run_1/route_heat.png
Scale: 2 px per um. The die is cut into 30 by 30 equal tiles; white is low, dark blue is high, scaled to the fullest tile. Values are wire area over tile area, all layers added.
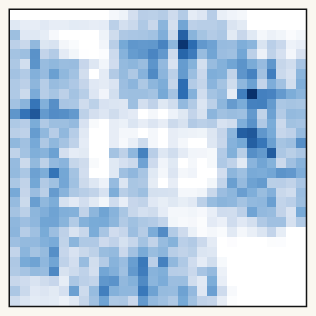
run_1/closeup.png
Region (59, 29) to (89, 59) um. Cells in grey, sequential cells in the stronger grey; small squares are vias.
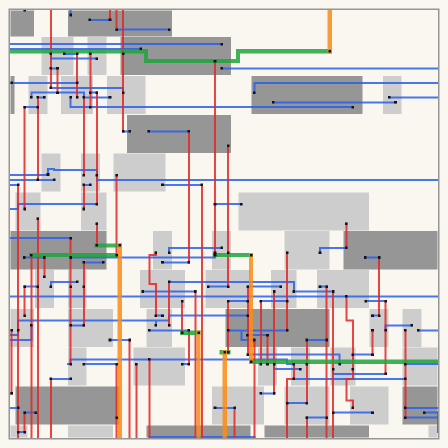
run_1/congestion_map.png
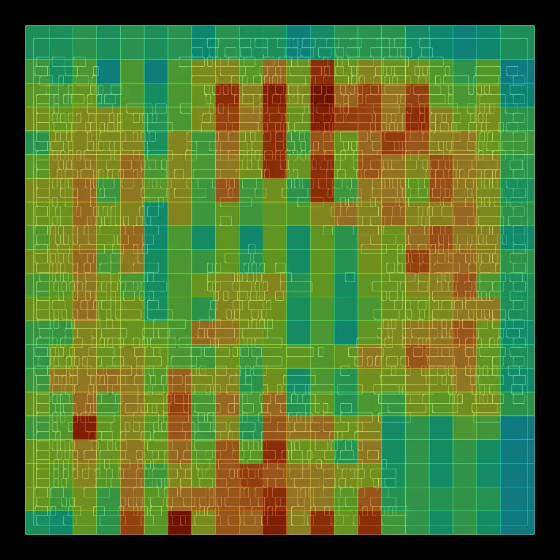
run_1/gates.png
Scale: 4 px per um.
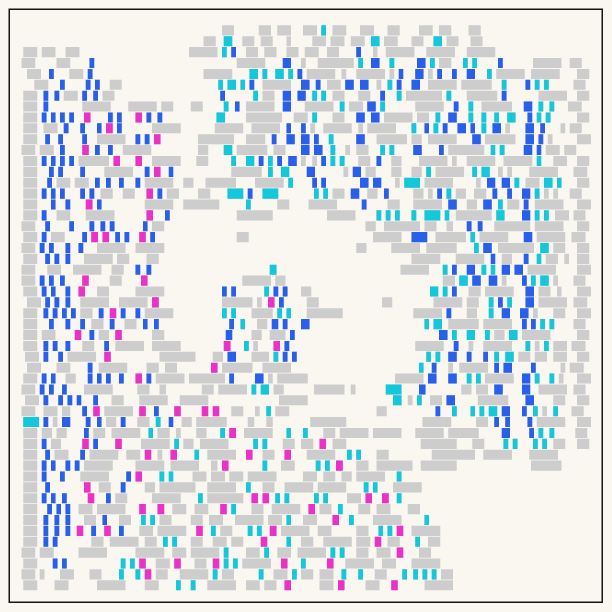
File: src/rtl/cpu_types_pkg.sv
// rtl/cpu_types_pkg.sv - shared CPU word type and arbiter state encoding
package cpu_types_pkg;

    typedef logic [31:0] word_t;

    typedef enum logic [1:0] {
        IDLE,
        BUSY,
        DONE
    } arb_state_t;

endpackage

File: src/rtl/mem_arbiter.sv
// rtl/mem_arbiter.sv - single-port RAM arbiter, data priority, registered hit pulses
//   Inputs : CLK, RST (sync active-high), iREN/iaddr, dREN/dWEN/daddr/dstore, ramload
//   Outputs: ihit/iload, dhit/dload, ramREN/ramWEN/ramaddr/ramstore
//   LAT    : RAM access latency in cycles (1..15)
module mem_arbiter
    import cpu_types_pkg::*;
#(
    parameter int unsigned LAT = 2
) (
    input  logic  CLK,
    input  logic  RST,
    input  logic  iREN,
    input  word_t iaddr,
    input  logic  dREN,
    input  logic  dWEN,
    input  word_t daddr,
    input  word_t dstore,
    output logic  ihit,
    output word_t iload,
    output logic  dhit,
    output word_t dload,
    output logic  ramREN,
    output logic  ramWEN,
    output word_t ramaddr,
    output word_t ramstore,
    input  word_t ramload
);

    localparam logic [3:0] C_CNT_INIT = 4'(LAT - 1);

    arb_state_t r_state;
    logic [3:0] r_cnt;
    logic       r_op_is_d;
    logic       r_op_wr;
    word_t      r_addr_q;
    word_t      r_store_q;
    logic       r_ihit;
    logic       r_dhit;
    word_t      r_iload;
    word_t      r_dload;

    always_ff @(posedge CLK) begin
        if (RST) begin
            r_state   <= IDLE;
            r_cnt     <= 4'd0;
            r_op_is_d <= 1'b0;
            r_op_wr   <= 1'b0;
            r_addr_q  <= '0;
            r_store_q <= '0;
            r_ihit    <= 1'b0;
            r_dhit    <= 1'b0;
            r_iload   <= '0;
            r_dload   <= '0;
        end else begin
            // Hits are single-cycle: cleared unless set by the final busy cycle.
            r_ihit <= 1'b0;
            r_dhit <= 1'b0;
            case (r_state)
                IDLE: begin
                    // Data side wins when both stages are waiting.
                    if (dREN || dWEN) begin
                        r_op_is_d <= 1'b1;
                        r_op_wr   <= dWEN;
                        r_addr_q  <= daddr;
                        r_store_q <= dstore;
                        r_cnt     <= C_CNT_INIT;
                        r_state   <= BUSY;
                    end else if (iREN) begin
                        r_op_is_d <= 1'b0;
                        r_op_wr   <= 1'b0;
                        r_addr_q  <= iaddr;
                        r_cnt     <= C_CNT_INIT;
                        r_state   <= BUSY;
                    end
                end
                BUSY: begin
                    if (r_cnt == 4'd0) begin
                        if (!r_op_wr) begin
                            if (r_op_is_d) begin
                                r_dload <= ramload;
                            end else begin
                                r_iload <= ramload;
                            end
                        end
                        r_ihit  <= !r_op_is_d;
                        r_dhit  <= r_op_is_d;
                        r_state <= DONE;
                    end else begin
                        r_cnt <= r_cnt - 4'd1;
                    end
                end
                // One-cycle bubble so a still-held request is not re-accepted
                // before the pipeline has seen its hit.
                DONE: r_state <= IDLE;
                default: r_state <= IDLE;
            endcase
        end
    end

    assign ihit     = r_ihit;
    assign dhit     = r_dhit;
    assign iload    = r_iload;
    assign dload    = r_dload;
    assign ramREN   = (r_state == BUSY) && !r_op_wr;
    assign ramWEN   = (r_state == BUSY) && r_op_wr;
    assign ramaddr  = r_addr_q;
    assign ramstore = r_store_q;

endmodule

File: config.mk
export PLATFORM = sky130hd
export DESIGN_NAME = mem_arbiter
export DESIGN_NICKNAME = d
export VERILOG_FILES = /design/src/rtl/cpu_types_pkg.sv /design/src/rtl/mem_arbiter.sv
export SDC_FILE = /design/constraint.sdc
export NUM_CORES = 1
export LEC_CHECK = 0
export ABC_AREA = 1
export CAP_MARGIN = 20
export CELL_PAD_IN_SITES_DETAIL_PLACEMENT = 1
export CELL_PAD_IN_SITES_GLOBAL_PLACEMENT = 1
export CORE_MARGIN = 2
export CORE_UTILIZATION = 28
export CTS_CLUSTER_SIZE = 10
export DETAILED_ROUTE_END_ITERATION = 6
export HOLD_SLACK_MARGIN = 0.15
export MAX_ROUTING_LAYER = met4
export PLACE_DENSITY = 0.84
export SKIP_LAST_GASP = 1
export SYNTH_ARGS = -nofsm -noshare
export SYNTH_HDL_FRONTEND = slang
export SYNTH_SLANG_ARGS = --single-unit
File: constraint.sdc
create_clock -name CLK -period 1.45 [get_ports CLK]
set_input_delay 0.29 -clock CLK [delete_from_list [all_inputs] [get_ports CLK]]
set_output_delay 0.29 -clock CLK [all_outputs]
set_load 0.005 [all_outputs]
==> results.toml, run 1 <==
# implementation run metrics
[sta]
report.final.setup_viol = 0
clock.fmax_mhz = 699
slew_headroom = 0.744
hold_slack_ns = 0.459
slew_viol_final = 0
worst_slew_pin_slew_ns = 0.384
finalClockSkew_ns = 0.0110

[route]
vias_per_cell = 4.60
drc = 0
met1_length_um = 8830
wl_um = 21300
antenna_left = 0

[global_route]
grtUsageTotal = 0.197
grt_first_pass_wirelength_um = 33100
grt_overflow_total = 0
antenna_found_initial = 0
grt_max_degree = 42

[floorplan]
core-area_mm2 = 0.0203
nWellTaps = 270
io_pins = 265
fp_util = 0.286

[placement]
dp_hpwl_um = 15400
place_area_mm2 = 0.00887

[cells_and_area]
lay_top_count = "nand2_1"
comb_cells = 594
design.seq.count = 138
comb_area_frac = 0.275
mostFrequentLayoutCells = "nand2_1, nor2_1, clkdlybuf4s50_1, dlygate4sd2_1, dfxtp_1"
area_share_nonclk_buffers = 0.319
post-route-cell-area_mm2 = 0.00955
n_clock_buffer = 19
final_net_count = 1245
ff_latch_area_mm2 = 0.00279
seq_share = 0.292

[setup_path]
r2r-start = "r_cnt[0]$_SDFFE_PP0P_"
crit_chain = "inv_1, ha_2, nand2_2, clkinv_4, nand2_4, nor2_4, buf_12, clkbuf_16, nor2_2, nor2_1"
path_delay_family = "buffers and inverters"
cp.required_ns = 1.77
arrival_ns = 1.75
crit_start = "r_cnt[0]$_SDFFE_PP0P_"
r2r_slack_ns = 0.02
criticalPathCategory = "reg2reg"

[clocking]
clock-sinks = 138
clkLatencyLatePin_ns = 0.42
cts_tree = "yes"
clockRootBuffer = "clkbuf_16"

[synth]
adder_share = 0.00432
synth.cell_area_mm2 = 0.00580
top_cell_area_share = 0.476
ys_sh_xor = 0
ys_sh_simple = 0.373
yosys-top-cells-area = "dfxtp_1, nand2_1, nor2_1"
synth-compound-area-share = 0.0613
synth-seq-cells = 138
synth_stat.cells = 839
synth.avg_cell_area_um2 = 6.91
most_common_cell = "nand2_1"

[flow_run]
maxCapViolations = 0
warnings = 29

[status]
outcome = "completed"

[min_path]
hp-class = "reg2reg"
min-delay-start = "iload[2]$_SDFFE_PP0P_"
Notes on route_heat.png above:
emptiest ninth of the die: lower right
tiles over half the peak: 13%
fullest tile: 0.55
nearly empty tiles: 13%
mean over tiles: 0.16

Notes on closeup.png above:
| layer | colour |
|---|---|
| M1 | blue |
| M3 | green |
| M2 | red |
| M4 | orange |
most frequent: nor2_1 (11), dfxtp_1 (6), dlygate4sd2_1 (5)
sequential cells in the window: 8
netlist names of flops here include: ramstore (5)
cells with their middle in the window: 43

Notes on congestion_map.png above:
WL/cell: 15.3 um
gr busiest metal: met2
grt met3 use: 0.0664
final core utilization: 0.471

Notes on gates.png above:
| family | colour | cells | most used |
|---|---|---|---|
| aoi and oai cells | magenta | 71 | a21oi_1 |
| nor cells | cyan | 211 | nor2_1 |
| nand cells | blue | 310 | nand2_1 |

## run 1: flip-flops by register name, indices dropped and copies added (netlist names)
register,cells
ramstore,32
r_state,2
r_op_wr,1
r_cnt,4
dhit,1
dload,32
ramaddr,32
r_op_is_d,1
ihit,1
iload,32
## run 1: worst register-to-register path, cell delays in order, from the launching register on
cell,delay (ns)
dfxtp_2,0.34
inv_1,0.06
ha_2,0.18
nand2_2,0.09
clkinv_4,0.08
nand2_4,0.10
nor2_4,0.05
buf_12,0.13
clkbuf_16,0.17
nor2_2,0.09
nor2_1,0.05
## run 1: power by group
part	internal (W)	total, W	switching, W
Clock	0.00241	0.00415	0.00173
Combinational	0.00189	0.00411	0.00222
Sequential	0.00436	0.00466	0.000303
Total	0.00866	0.0129	0.00426
## run 1: final timing paths
path | to | depth (start not counted)
hold / removal | iload[2]$_SDFFE_PP0P_ | 2
setup reg to reg | dload[18]$_SDFFE_PP0P_ | 10
setup / recovery | dload[18]$_SDFFE_PP0P_ | 10
hold reg to reg | iload[2]$_SDFFE_PP0P_ | 2
## run 1: per-layer routing
metal,GRT usage,vias to the layer above
li1,-,3190
met1,0.226,2943
met2,0.319,232
met3,0.0664,37
met4,0.0781,0
met5,-,-
## run 1: per-stage QoR
stage	TNS (ns)	util	setup slack, ns	power (W)
after CTS	-0.111	0.460	-0.111	0.0128
final	0	0.471	0.0188	0.0129
after detailed placement	-17.67	0.437	-0.325	0.00885
after floorplan	0	-	0.164	0.00665
after global routing	-1.18	0.471	-0.0533	0.0137
after global placement	-14.67	0.437	-0.280	0.00873
## run 1: timing repair
action                     4_1_cts  5_1_grt
setup endpoints to repair      157       77
pin swaps                        2        6
gates cloned                     0        3
gates resized                  153       43
setup buffers                    5        4
hold buffers                     0        0
run_1/m4.png
Scale: 3 px per um. Supply wires on this layer in grey.
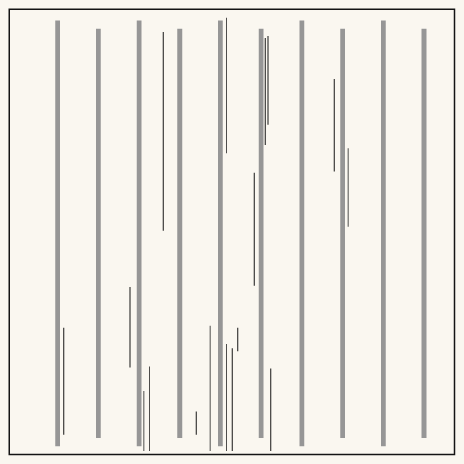

--- run 2 (diff from run 1) ---
CORE_UTILIZATION = 25   (was 28)
GPL_ROUTABILITY_DRIVEN = 0   (was default)
MAX_ROUTING_LAYER = default   (was met4)
PLACE_DENSITY = 0.79   (was 0.84)
clock period = 1.2 ns   (was 1.45 ns; I/O delays follow)
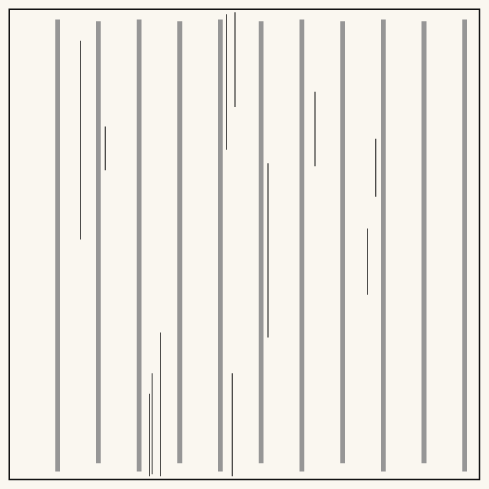
run_2/m4.png
Scale: 3 px per um. Supply wires on this layer in grey.
main direction: vertical
wire length on this layer: 422 um
longest straight run: 66.0 um
nets with wire on the layer: 11

==> results.toml, run 2 <==
# implementation run metrics
[status]
outcome = "finished with violations"
violations = "setup timing"

[power_and_ir_drop]
p_total_w = 0.0171
p_int_w = 0.0115
peakVddDrop_mv = 0.698
pwr-share-seq = 0.334
clkPwrFrac = 0.327
p_comb_frac = 0.339
power_switching_w = 0.00565
powerSeq_w = 0.00573
p_comb_w = 0.00580
p_sw_frac = 0.330
power_leader = "combinational logic"
pg_clk_w = 0.00561

[synth]
synth-seq-area-share = 0.476
yosys_warnings = 0
synth-seq-cells = 138
synth.cell_area_mm2 = 0.00580
synth.distinct_cells = 21
synth_stat.cells = 839
ys_async_sr_fraction = 0
yosys-top-cells-area = "dfxtp_1, nand2_1, nor2_1"
flop_cell = "dfxtp_1"
synth.avg_cell_area_um2 = 6.91
most_common_cell = "nand2_1"
top_cell_area_share = 0.476
edf_count = 0

[global_route]
grt_max_degree = 53
antenna_found_initial = 0
grt_overflow_total = 0
first_global_vias = 6615
grt_first_pass_wirelength_um = 34500

[flow_run]
maxCapViolations = 0
warnings = 30

[setup_path]
criticalPathCategory = "reg2out"
worst_setup_path_start_kind = "register"
cp.required_ns = 0.96
r2r_slack_ns = -0.13
path_max_fanout = 4
reg2regPathDepth = 9
arrival_ns = 1.10
r2r-end = "iload[17]$_SDFFE_PP0P_"
r2r-start = "r_state[1]$_SDFFE_PP0P_"

[min_path]
hp-class = "in2reg"
min-delay-start = "dWEN"
min_delay_path_depth = 4
hold_end = "r_op_wr$_SDFFE_PP0P_"

[clocking]
clock-sinks = 138
clkLatencyLatePin_ns = 0.41
cts_setup_buffers = 16
clockRootBuffer = "clkbuf_16"
numCtsBuffers = 17
ctsResizeCount = 598
hold_buffers = 0
cts_tree = "yes"

[cells_and_area]
final_net_count = 1267
lay_top_count = "nand2_1"
area_growth_pct = 67.2
fill_cells = 2788
num_antenna_cells = 0
post-route-cell-area_mm2 = 0.00970
mostFrequentLayoutCells = "nand2_1, nor2_1, clkdlybuf4s50_1, dfxtp_2, buf_2"
drive_above_1_share = 0.348

[placement]
dp_hpwl_um = 15600
place_area_mm2 = 0.00897
preCtsSetupSlack_ns = -0.446
dp_cells = 1371

[sta]
setup_ws_ns = -0.137
tns_ns = -6.56
report.final.setup_viol = 73
slew_viol_final = 0
slew_headroom = 0.752
clock.fmax_mhz = 748
hold_slack_ns = 0.351
worst_slew_pin_slew_ns = 0.372
finalClockSkew_ns = 0.0103

[floorplan]
core-area_mm2 = 0.0227
io_pins = 265
fp_util = 0.255

[route]
wl_um = 23200
vias_per_cell = 4.63
drc = 0
avgRoutedWirePerCell_um = 16.2
antenna_left = 0
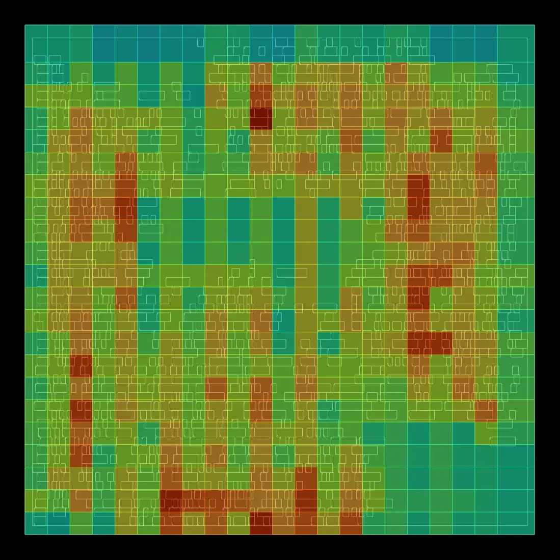
run_2/congestion_map.png
final core utilization: 0.427
met2 Use GR: 0.309
gr usage total: 0.179

[run 2: final cells by class]
cell class | instances | area, um2 | share of cell area
sequential | 138 | 2910 | 0.300
timing repair buffer | 334 | 2910 | 0.300
multi-input combinational | 594 | 2710 | 0.279
clock buffer | 19 | 443 | 0.0457
tap | 285 | 357 | 0.0368
inverter | 47 | 194 | 0.0200
clock inverter | 13 | 181 | 0.0187
[run 2: cell families after synthesis]
logic type	count (synthesis)	synth area share
fa+ha+maj	2	0.00432
buf+inv	107	0.0852
compound gates	71	0.0613
flops	138	0.476
simple gates	521	0.373
[run 2: routing by layer]
| metal | part of all wire | track usage | vias up |
|---|---|---|---|
| li1 | - | - | 3232 |
| met1 | 0.42 | 0.210 | 3146 |
| met2 | 0.49 | 0.309 | 213 |
| met4 | 0.018 | 0.0546 | 0 |
| met5 | 0 | 0 | - |
| met3 | 0.069 | 0.0598 | 26 |
[run 2: how the worst max path moves through the flow]
| stage | from | to | depth (start not counted) |
|---|---|---|---|
| after floorplan | r_cnt[0]$_SDFFE_PP0P_ | dload[13]$_SDFFE_PP0P_ | 9 |
| after global placement | dWEN | ramstore[27]$_SDFFE_PP0P_ | 8 |
| after detailed placement | dWEN | ramaddr[14]$_SDFFE_PP0P_ | 7 |
| after CTS | r_cnt[1]$_SDFFE_PP0P_ | iload[17]$_SDFFE_PP0P_ | 10 |
| after global routing | r_cnt[0]$_SDFFE_PP0P_ | iload[18]$_SDFFE_PP0P_ | 9 |
| final | r_state[1]$_SDFFE_PP0P_ | ramWEN | 4 |
[run 2: worst max-delay path, stage by stage (launching register included)]
cell and delay, ns:
dfxtp_2 0.34, inv_2 0.06, nand2_4 0.08, nor2_4 0.11
buf_6 0.11
run_2/gates.png
Scale: 4 px per um.
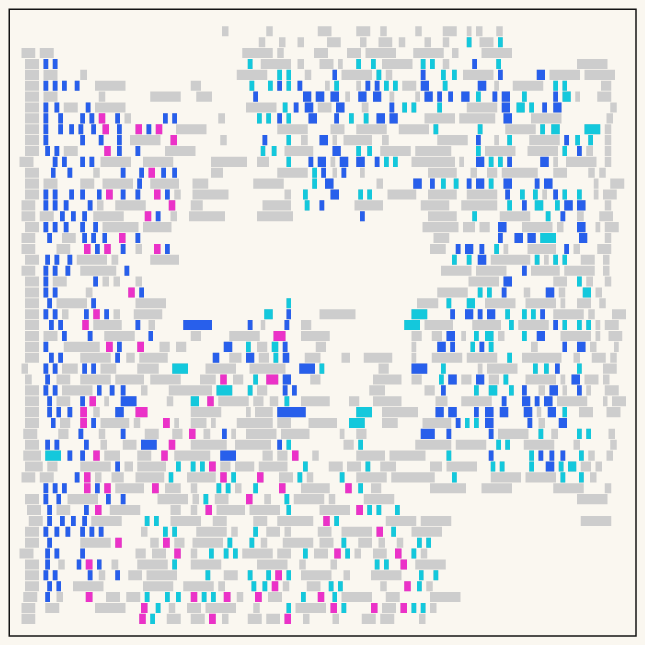

--- run 3 (diff from run 2) ---
GPL_TIMING_DRIVEN = 0   (was default)
MAX_ROUTING_LAYER = met4   (was default)
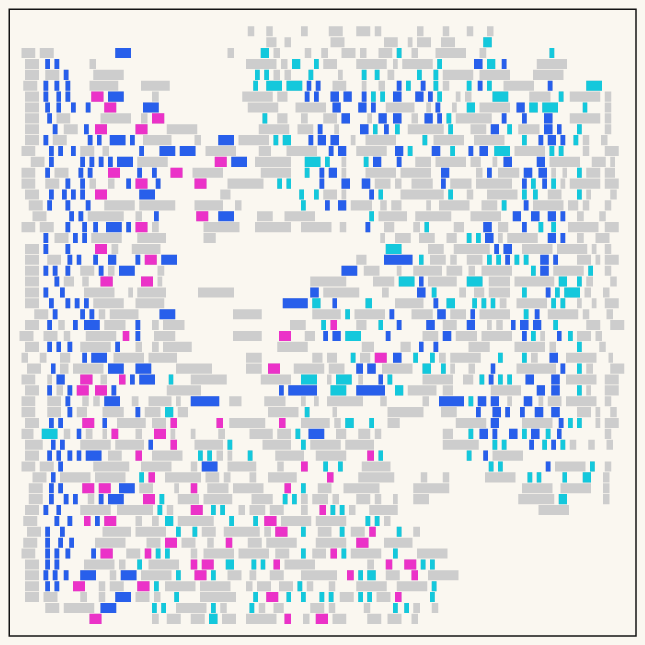
run_3/gates.png
Scale: 4 px per um.
| family | colour | cells | most used |
|---|---|---|---|
| nor cells | cyan | 211 | nor2_1 |
| aoi and oai cells | magenta | 71 | a21oi_2 |
| nand cells | blue | 311 | nand2_1 |

==> results.toml, run 3 <==
# implementation run metrics
[global_route]
antenna_found_initial = 0
grtUsageTotal = 0.192
grt_overflow_total = 0
first_global_vias = 6845
grt_max_degree = 17
grt_first_pass_wirelength_um = 35500

[placement]
dp_hpwl_um = 17000
place_area_mm2 = 0.00882
dp_cells = 1387
preCtsSetupSlack_ns = -0.711

[power_and_ir_drop]
p_comb_frac = 0.395
pwr-share-seq = 0.322
p_total_w = 0.0181
power_switching_w = 0.00631
p_int_w = 0.0118
power_leader = "combinational logic"
p_sw_frac = 0.348
p_comb_w = 0.00716
pg_clk_w = 0.00513
powerSeq_w = 0.00583
clkPwrFrac = 0.283
peakVddDrop_mv = 0.706

[cells_and_area]
final_net_count = 1312
drive_above_1_share = 0.435
mostFrequentLayoutCells = "nand2_1, nor2_1, buf_2, clkdlybuf4s50_1, dfxtp_2"
num_antenna_cells = 0
final_core_util = 0.466
lay_top_count = "nand2_1"
post-route-cell-area_mm2 = 0.0106
area_growth_pct = 82.6
fill_cells = 2768

[setup_path]
cp.required_ns = 1.51
slowest_stage = "dfxtp_2"
arrival_ns = 1.69
critPathBufInv = 3
path_delay_family = "buffers and inverters"
worst_setup_path_start_kind = "register"
path_max_fanout = 6
critPathMaxStageDelay_ns = 0.33
crit_chain = "buf_6, nor2_4, buf_12, nand2_8, buf_8, o21ai_0, nor2_1"

[synth]
synth.distinct_cells = 21
ys_async_sr_fraction = 0
synth.avg_cell_area_um2 = 6.91
synth-seq-cells = 138
synth_stat.cells = 839
synth.cell_area_mm2 = 0.00580
yosys-top-cells-area = "dfxtp_1, nand2_1, nor2_1"
netlist_instances = 839
syn-num-nets = 974
flop_cell = "dfxtp_1"
yosys_warnings = 0
edf_count = 0
most_common_cell = "nand2_1"

[flow_run]
warnings = 30
maxCapViolations = 0

[sta]
hold_slack_ns = 0.271
slew_viol_final = 0
slew_headroom = 0.493
hold_violations = 0
setup_ws_ns = -0.179
report.final.setup_viol = 136
rsz0062_at_grt = "true"
clock.fmax_mhz = 725
fin_crit_ns = 1.38
tns_ns = -14.83
worst_slew_pin_slew_ns = 0.760
finalClockSkew_ns = 0.0131

[min_path]
hp-class = "in2reg"

[floorplan]
fp_util = 0.255
io_pins = 265
core-area_mm2 = 0.0227

[clocking]
clkLatencyLatePin_ns = 0.43
clockRootBuffer = "clkbuf_16"
clock-sinks = 138
cts_tree = "yes"
numCtsBuffers = 17

[status]
violations = "setup timing"
outcome = "finished with violations"

[route]
top_layer_used = "met4"
antenna_left = 0
drc = 0
avgRoutedWirePerCell_um = 17.0
vias_per_cell = 4.64
wl_met3_um = 1560
met2WireLength_um = 13100
met1_length_um = 9840
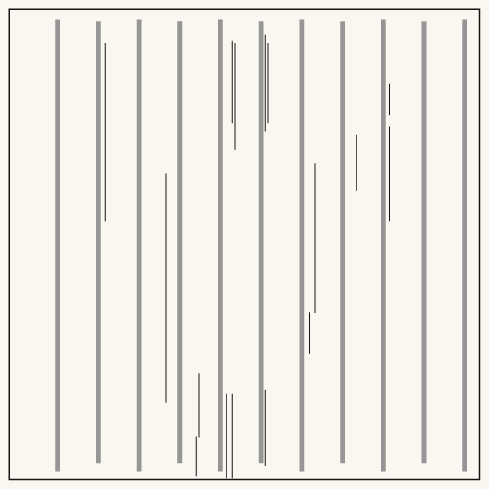
run_3/m4.png
Scale: 3 px per um. Supply wires on this layer in grey.
longest straight run: 76.2 um
wire length on this layer: 494 um
share of all routed wire: 2.0%

==> run 3: kinds of logic after synthesis <==
logic type               share of synthesized area
AND/OR/NAND/NOR                              0.373
AND-OR/OR-AND                               0.0613
buffers and inverters                       0.0852
adder cells (fa/ha/maj)                    0.00432
flip-flops                                   0.476
==> run 3: layer usage <==
layer / vias to the layer above / GRT usage
met1: 3252 / 0.210
met4: 0 / 0.0708
met2: 213 / 0.334
met3: 37 / 0.0510
met5: - / -
li1: 3336 / -
==> run 3: repair_timing <==
| action | CTS | global route |
|---|---|---|
| gates resized | 698 | 260 |
| cloned | 8 | 14 |
| hold buffers | 1 | 0 |
| endpoints found under the setup margin | 268 | 158 |
| pin swaps | 11 | 65 |
| setup buffers | 23 | 13 |
| hold endpoints to repair | 5 | 0 |
==> run 3: final timing paths <==
| kind | startpoint | end | slack (ns) | depth (start not counted) |
|---|---|---|---|---|
| setup / recovery | r_state[1]$_SDFFE_PP0P_ | ramstore[18]$_SDFFE_PP0P_ | -0.18 | 7 |
| hold reg to reg | ramaddr[31]$_SDFFE_PP0P_ | ramaddr[31]$_SDFFE_PP0P_ | 0.45 | 2 |
| setup reg to reg | r_state[1]$_SDFFE_PP0P_ | ramstore[18]$_SDFFE_PP0P_ | -0.18 | 7 |
| hold / removal | dREN | ramaddr[1]$_SDFFE_PP0P_ | 0.27 | 6 |
==> run 3: cell type report <==
class                      count  area (um2)  share of cell area
inverter                      47         216              0.0204
timing repair buffer         318        2750               0.260
buffer                        60         592              0.0559
multi-input combinational    595        3200               0.302
clock buffer                  18         429              0.0405
sequential                   138        2910               0.274
tap                          285         357              0.0337
clock inverter                14         139              0.0131
Power and IR drop assume default switching activity.
